[src/rtl/alu_pkg.sv]
// Shared constants for the two-stage Hack-style ALU pipeline: default width,
// control-word bit positions (zx..no, MSB first) and named Hack control codes.
package alu_pkg;

  localparam int DEFAULT_WIDTH = 16;

  typedef logic [5:0] ctl_t;

  localparam int CTL_ZX = 5;
  localparam int CTL_NX = 4;
  localparam int CTL_ZY = 3;
  localparam int CTL_NY = 2;
  localparam int CTL_F  = 1;
  localparam int CTL_NO = 0;

  localparam ctl_t HACK_ZERO      = 6'b101010;
  localparam ctl_t HACK_ONE       = 6'b111111;
  localparam ctl_t HACK_NEG_ONE   = 6'b111010;
  localparam ctl_t HACK_X         = 6'b001100;
  localparam ctl_t HACK_Y         = 6'b110000;
  localparam ctl_t HACK_NOT_X     = 6'b001101;
  localparam ctl_t HACK_X_PLUS_Y  = 6'b000010;
  localparam ctl_t HACK_X_MINUS_Y = 6'b010011;
  localparam ctl_t HACK_Y_MINUS_X = 6'b000111;
  localparam ctl_t HACK_X_AND_Y   = 6'b000000;
  localparam ctl_t HACK_X_OR_Y    = 6'b010101;

endpackage

[src/rtl/alu_pipe_if.sv]
// Operand/control input beat and result/flag output beat of alu_pipe,
// each with a valid/ready handshake.
interface alu_pipe_if
  import alu_pkg::*;
#(
  parameter int WIDTH = DEFAULT_WIDTH
);

  logic             in_valid;
  logic             in_ready;
  logic             zx;
  logic             nx;
  logic             zy;
  logic             ny;
  logic             f;
  logic             no;
  logic [WIDTH-1:0] x;
  logic [WIDTH-1:0] y;
  logic             out_valid;
  logic             out_ready;
  logic [WIDTH-1:0] out;
  logic             zr;
  logic             ng;
  logic             cout;
  logic             ovf;

  modport slave (
    input  in_valid, zx, nx, zy, ny, f, no, x, y, out_ready,
    output in_ready, out_valid, out, zr, ng, cout, ovf
  );

  modport master (
    output in_valid, zx, nx, zy, ny, f, no, x, y, out_ready,
    input  in_ready, out_valid, out, zr, ng, cout, ovf
  );

endinterface

[src/rtl/alu_core.sv]
// Combinational ALU body: add or AND of the pre-processed operands, optional
// output inversion, and carry/overflow of the raw sum.
module alu_core
  import alu_pkg::*;
#(
  parameter int WIDTH = DEFAULT_WIDTH
) (
  input  logic [WIDTH-1:0] xp,
  input  logic [WIDTH-1:0] yp,
  input  logic             f,
  input  logic             no,
  output logic [WIDTH-1:0] res,
  output logic             cout,
  output logic             ovf
);

  logic [WIDTH:0]   sum;
  logic [WIDTH-1:0] raw;

  assign sum = {1'b0, xp} + {1'b0, yp};
  assign raw = f ? sum[WIDTH-1:0] : (xp & yp);
  assign res = no ? ~raw : raw;

  // Carry and overflow describe the sum itself, so they ignore the no inversion.
  assign cout = f & sum[WIDTH];
  assign ovf  = f & (xp[WIDTH-1] == yp[WIDTH-1]) & (sum[WIDTH-1] != xp[WIDTH-1]);

endmodule

[src/rtl/alu_pipe.sv]
// Two-stage Hack ALU pipeline: stage 1 registers pre-processed operands,
// stage 2 registers the result and flags; both stages backpressure-aware.
module alu_pipe
  import alu_pkg::*;
#(
  parameter int WIDTH = DEFAULT_WIDTH
) (
  input  logic     clk,
  input  logic     rst,
  alu_pipe_if.slave bus
);

  logic [WIDTH-1:0] x_pre;
  logic [WIDTH-1:0] y_pre;

  logic             s1_valid_reg;
  logic [WIDTH-1:0] s1_x_reg;
  logic [WIDTH-1:0] s1_y_reg;
  logic             s1_f_reg;
  logic             s1_no_reg;

  logic             s2_valid_reg;
  logic [WIDTH-1:0] out_reg;
  logic             zr_reg;
  logic             ng_reg;
  logic             cout_reg;
  logic             ovf_reg;

  logic [WIDTH-1:0] core_res;
  logic             core_cout;
  logic             core_ovf;

  logic             s1_load;
  logic             s2_load;

  for (genvar gi = 0; gi < WIDTH; gi++) begin : g_pre
    assign x_pre[gi] = (bus.x[gi] & ~bus.zx) ^ bus.nx;
    assign y_pre[gi] = (bus.y[gi] & ~bus.zy) ^ bus.ny;
  end

  // A full stage can still load when the stage ahead of it drains this cycle.
  assign s2_load = !s2_valid_reg || bus.out_ready;
  assign s1_load = !s1_valid_reg || s2_load;

  alu_core #(
    .WIDTH (WIDTH)
  ) u_core (
    .xp   (s1_x_reg),
    .yp   (s1_y_reg),
    .f    (s1_f_reg),
    .no   (s1_no_reg),
    .res  (core_res),
    .cout (core_cout),
    .ovf  (core_ovf)
  );

  always_ff @(posedge clk) begin
    if (rst) begin
      s1_valid_reg <= 1'b0;
      s2_valid_reg <= 1'b0;
      out_reg      <= '0;
      zr_reg       <= 1'b0;
      ng_reg       <= 1'b0;
      cout_reg     <= 1'b0;
      ovf_reg      <= 1'b0;
    end else begin
      if (s1_load) begin
        s1_valid_reg <= bus.in_valid;
        if (bus.in_valid) begin
          s1_x_reg  <= x_pre;
          s1_y_reg  <= y_pre;
          s1_f_reg  <= bus.f;
          s1_no_reg <= bus.no;
        end
      end
      if (s2_load) begin
        s2_valid_reg <= s1_valid_reg;
        if (s1_valid_reg) begin
          out_reg  <= core_res;
          zr_reg   <= (core_res == '0);
          ng_reg   <= core_res[WIDTH-1];
          cout_reg <= core_cout;
          ovf_reg  <= core_ovf;
        end
      end
    end
  end

  assign bus.in_ready  = s1_load;
  assign bus.out_valid = s2_valid_reg;
  assign bus.out       = out_reg;
  assign bus.zr        = zr_reg;
  assign bus.ng        = ng_reg;
  assign bus.cout      = cout_reg;
  assign bus.ovf       = ovf_reg;

endmodule

[src/flat_wrapper.sv]
// flat-port wrapper written by rule: the top's interface ports become plain ports
module alu_pipe_flat import alu_pkg::*;
#(
  parameter int WIDTH = DEFAULT_WIDTH
)
  (clk, rst, bus_in_valid, bus_zx, bus_nx, bus_zy, bus_ny, bus_f, bus_no, bus_x, bus_y, bus_out_ready, bus_in_ready, bus_out_valid, bus_out, bus_zr, bus_ng, bus_cout, bus_ovf);
  alu_pipe_if #(.WIDTH(WIDTH)) bus_i ();
  input  logic clk;
  input  logic rst;
  input wire logic [$bits(bus_i.in_valid)-1:0] bus_in_valid;
  input wire logic [$bits(bus_i.zx)-1:0] bus_zx;
  input wire logic [$bits(bus_i.nx)-1:0] bus_nx;
  input wire logic [$bits(bus_i.zy)-1:0] bus_zy;
  input wire logic [$bits(bus_i.ny)-1:0] bus_ny;
  input wire logic [$bits(bus_i.f)-1:0] bus_f;
  input wire logic [$bits(bus_i.no)-1:0] bus_no;
  input wire logic [$bits(bus_i.x)-1:0] bus_x;
  input wire logic [$bits(bus_i.y)-1:0] bus_y;
  input wire logic [$bits(bus_i.out_ready)-1:0] bus_out_ready;
  output wire logic [$bits(bus_i.in_ready)-1:0] bus_in_ready;
  output wire logic [$bits(bus_i.out_valid)-1:0] bus_out_valid;
  output wire logic [$bits(bus_i.out)-1:0] bus_out;
  output wire logic [$bits(bus_i.zr)-1:0] bus_zr;
  output wire logic [$bits(bus_i.ng)-1:0] bus_ng;
  output wire logic [$bits(bus_i.cout)-1:0] bus_cout;
  output wire logic [$bits(bus_i.ovf)-1:0] bus_ovf;
  assign bus_i.in_valid = bus_in_valid;
  assign bus_i.zx = bus_zx;
  assign bus_i.nx = bus_nx;
  assign bus_i.zy = bus_zy;
  assign bus_i.ny = bus_ny;
  assign bus_i.f = bus_f;
  assign bus_i.no = bus_no;
  assign bus_i.x = bus_x;
  assign bus_i.y = bus_y;
  assign bus_i.out_ready = bus_out_ready;
  assign bus_in_ready = bus_i.in_ready;
  assign bus_out_valid = bus_i.out_valid;
  assign bus_out = bus_i.out;
  assign bus_zr = bus_i.zr;
  assign bus_ng = bus_i.ng;
  assign bus_cout = bus_i.cout;
  assign bus_ovf = bus_i.ovf;
  alu_pipe #(.WIDTH(WIDTH)) u_core (.clk(clk), .rst(rst), .bus(bus_i));
endmodule
[config.mk]
export PLATFORM = sky130hd
export DESIGN_NAME = alu_pipe_flat
export DESIGN_NICKNAME = d
export VERILOG_FILES = /design/src/rtl/alu_pkg.sv /design/src/rtl/alu_pipe_if.sv /design/src/rtl/alu_core.sv /design/src/rtl/alu_pipe.sv /design/src/flat_wrapper.sv
export SDC_FILE = /design/constraint.sdc
export NUM_CORES = 1
export LEC_CHECK = 0
export ABC_AREA = 1
export ABC_CLOCK_PERIOD_IN_PS = 2300
export CORE_ASPECT_RATIO = 0.9
export CORE_MARGIN = 1
export CORE_UTILIZATION = 30
export CTS_CLUSTER_DIAMETER = 60
export CTS_CLUSTER_SIZE = 8
export DETAILED_ROUTE_END_ITERATION = 10
export SETUP_SLACK_MARGIN = 0.15
export SYNTH_ARGS = -nofsm -noshare
export SYNTH_HDL_FRONTEND = slang
export SYNTH_SLANG_ARGS = --single-unit
[constraint.sdc]
create_clock -name clk -period 2.3 [get_ports clk]
set_clock_uncertainty 0.2 [all_clocks]
set_input_delay 0.69 -clock clk [delete_from_list [all_inputs] [get_ports clk]]
set_output_delay 0.69 -clock clk [all_outputs]
set_load 0.005 [all_outputs]
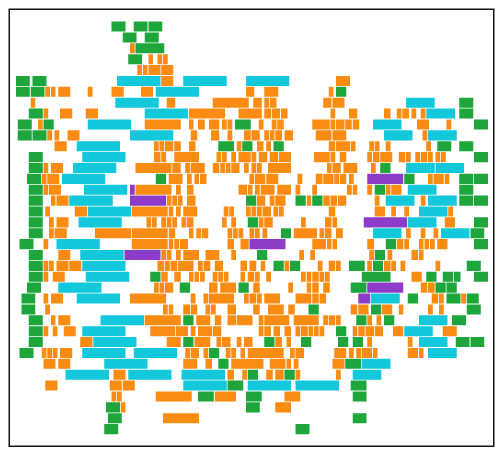
(cells coloured by class)
(4 px per µm)
colour	class	cells
purple	clock drivers and dummy loads	8
cyan	registers	55
orange	remaining logic cells	453
green	remaining buffers and delay cells	116
Core Rows: 38
Core Area: 12,200 µm²

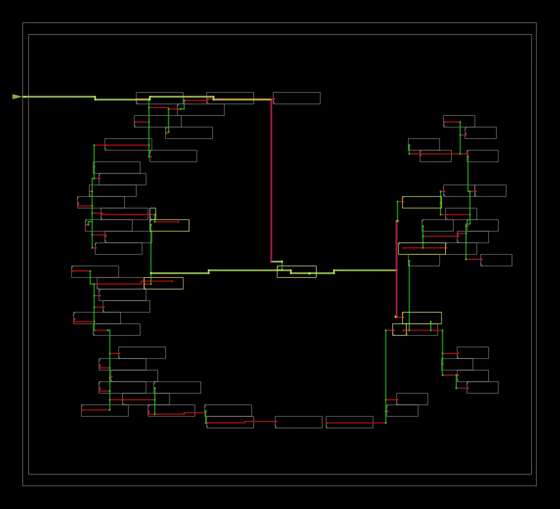
(clock nets)
CTS Buf Count: 5
Num Clock Sinks: 55
clock buffer count in the final layout: 6
Skew-Pair Late Insertion Delay: 290 ps

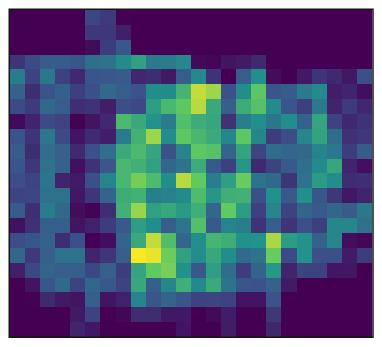
(signal metal coverage by tile)
(3 px per µm) 24 x 22 tiles, from dark purple (low) to yellow (high), scaled to the fullest tile. Values are wire area over tile area, all layers added.
fullest tile	0.46
densest ninth of the die	centre
emptiest ninth of the die	upper right
mean over tiles	0.12
nearly empty tiles	24%
via count: 3,671
Routed wire per std cell: 12.6 µm
final wirelength: 9990 µm
Tot GR Track Use: 0.156

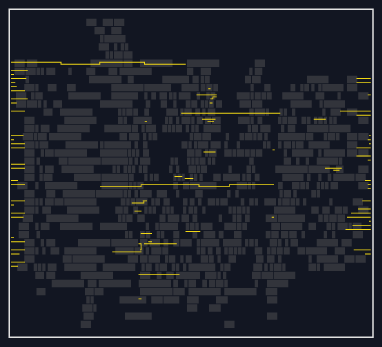
(met3 routing)
(3 px per µm) Cells faint in the background.
main direction	horizontal
wire length on this layer	410 µm
nets with wire on the layer	70
longest straight run	32.7 µm
met3 track demand over resource: 0.0272

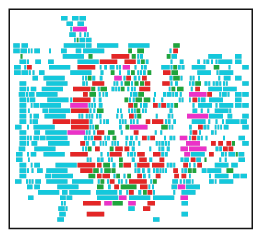
(cell sizes after repair)
(2 px per µm)
colour	size	cells	share	most used
magenta	x6 and larger	18	2.8%	buf_6
cyan	x1 and smaller	471	75%	nand2_1
red	x3 and x4	79	13%	buf_4
green	x2	64	10%	nand2_2
Syn-to-layout area delta: 49.4%
fin area: 5690 µm²
nonclk buf count: 116
final worst-path setup slack: -142 ps

==> run summary <==
flow finished, numbers: status finished with violations, failing checks negative setup slack, post_cts resized 67, clock power share 0.285, Post-synth top cells nand2_1 (175), nand3_1 (77), inv_1 (62), Setup CP Type reg -> reg, total die area 13,100 µm², r2r endpoint u_core.bus.zr$_SDFFE_PP0P_, pin count of the biggest net entering global routing 35, Least-Margin Pin Slew 415 ps, tool warnings 29, total power 2.99 mW, via density per instance 4.64, Slew headroom 0.723, Lkg Pwr 2.52 nW, unrepaired setup endpoints after global routing yes, fin cells 792, Initial DRC Count 151, reg2reg setup slack -140 ps, Max stage delay on crit path 530 ps, CP Capture Type register, CTS tree yes, P_int 2.12 mW, ys flops 55, hold_ws 272 ps, Cell variety after synth 32, met1 Usage GRT 0.216, sequential power 1.16 mW, CTS Buffer Depth 2, Comb pwr share 0.325, share of cells above drive strength 1 0.255, post-route minimum period 2440 ps, critical path cell sequence ha_2 > fa_2 > nand2_2 > nand2_2 > xor2_1 > nand2_1 > nor2_1 > nand3_1 > nor2_1 > nand3_1 > nor2_1 > nand3_1 > a21oi_2, Final Hold Violation Tally 0, DP Worst Slack -372 ps, Non-clock buffers, area share 0.190, NumNets Final 690, CP max FO 2, grt met2 use 0.251, Logic power comb 971 µW, ant diodes 0, # H-tree levels 2, final worst-path setup slack -142 ps, syn_area_per_cell 7.25 µm², Adder Area Share 0.0579, clk slew on worst S/H paths 70 ps, end of the critical path u_core.bus.zr$_SDFFE_PP0P_, Post-DP Area 4890 µm², Top cell area share 0.268, DIE WIDTH 121 µm, maxcap violations 0, Synth warnings 0, Sequential Power Share 0.389, crit path DRT 2330 ps, Final Setup Violations 4, Placed Cells 770, cell taking the most area after synthesis edfxtp_1
Power and IR drop assume default switching activity.
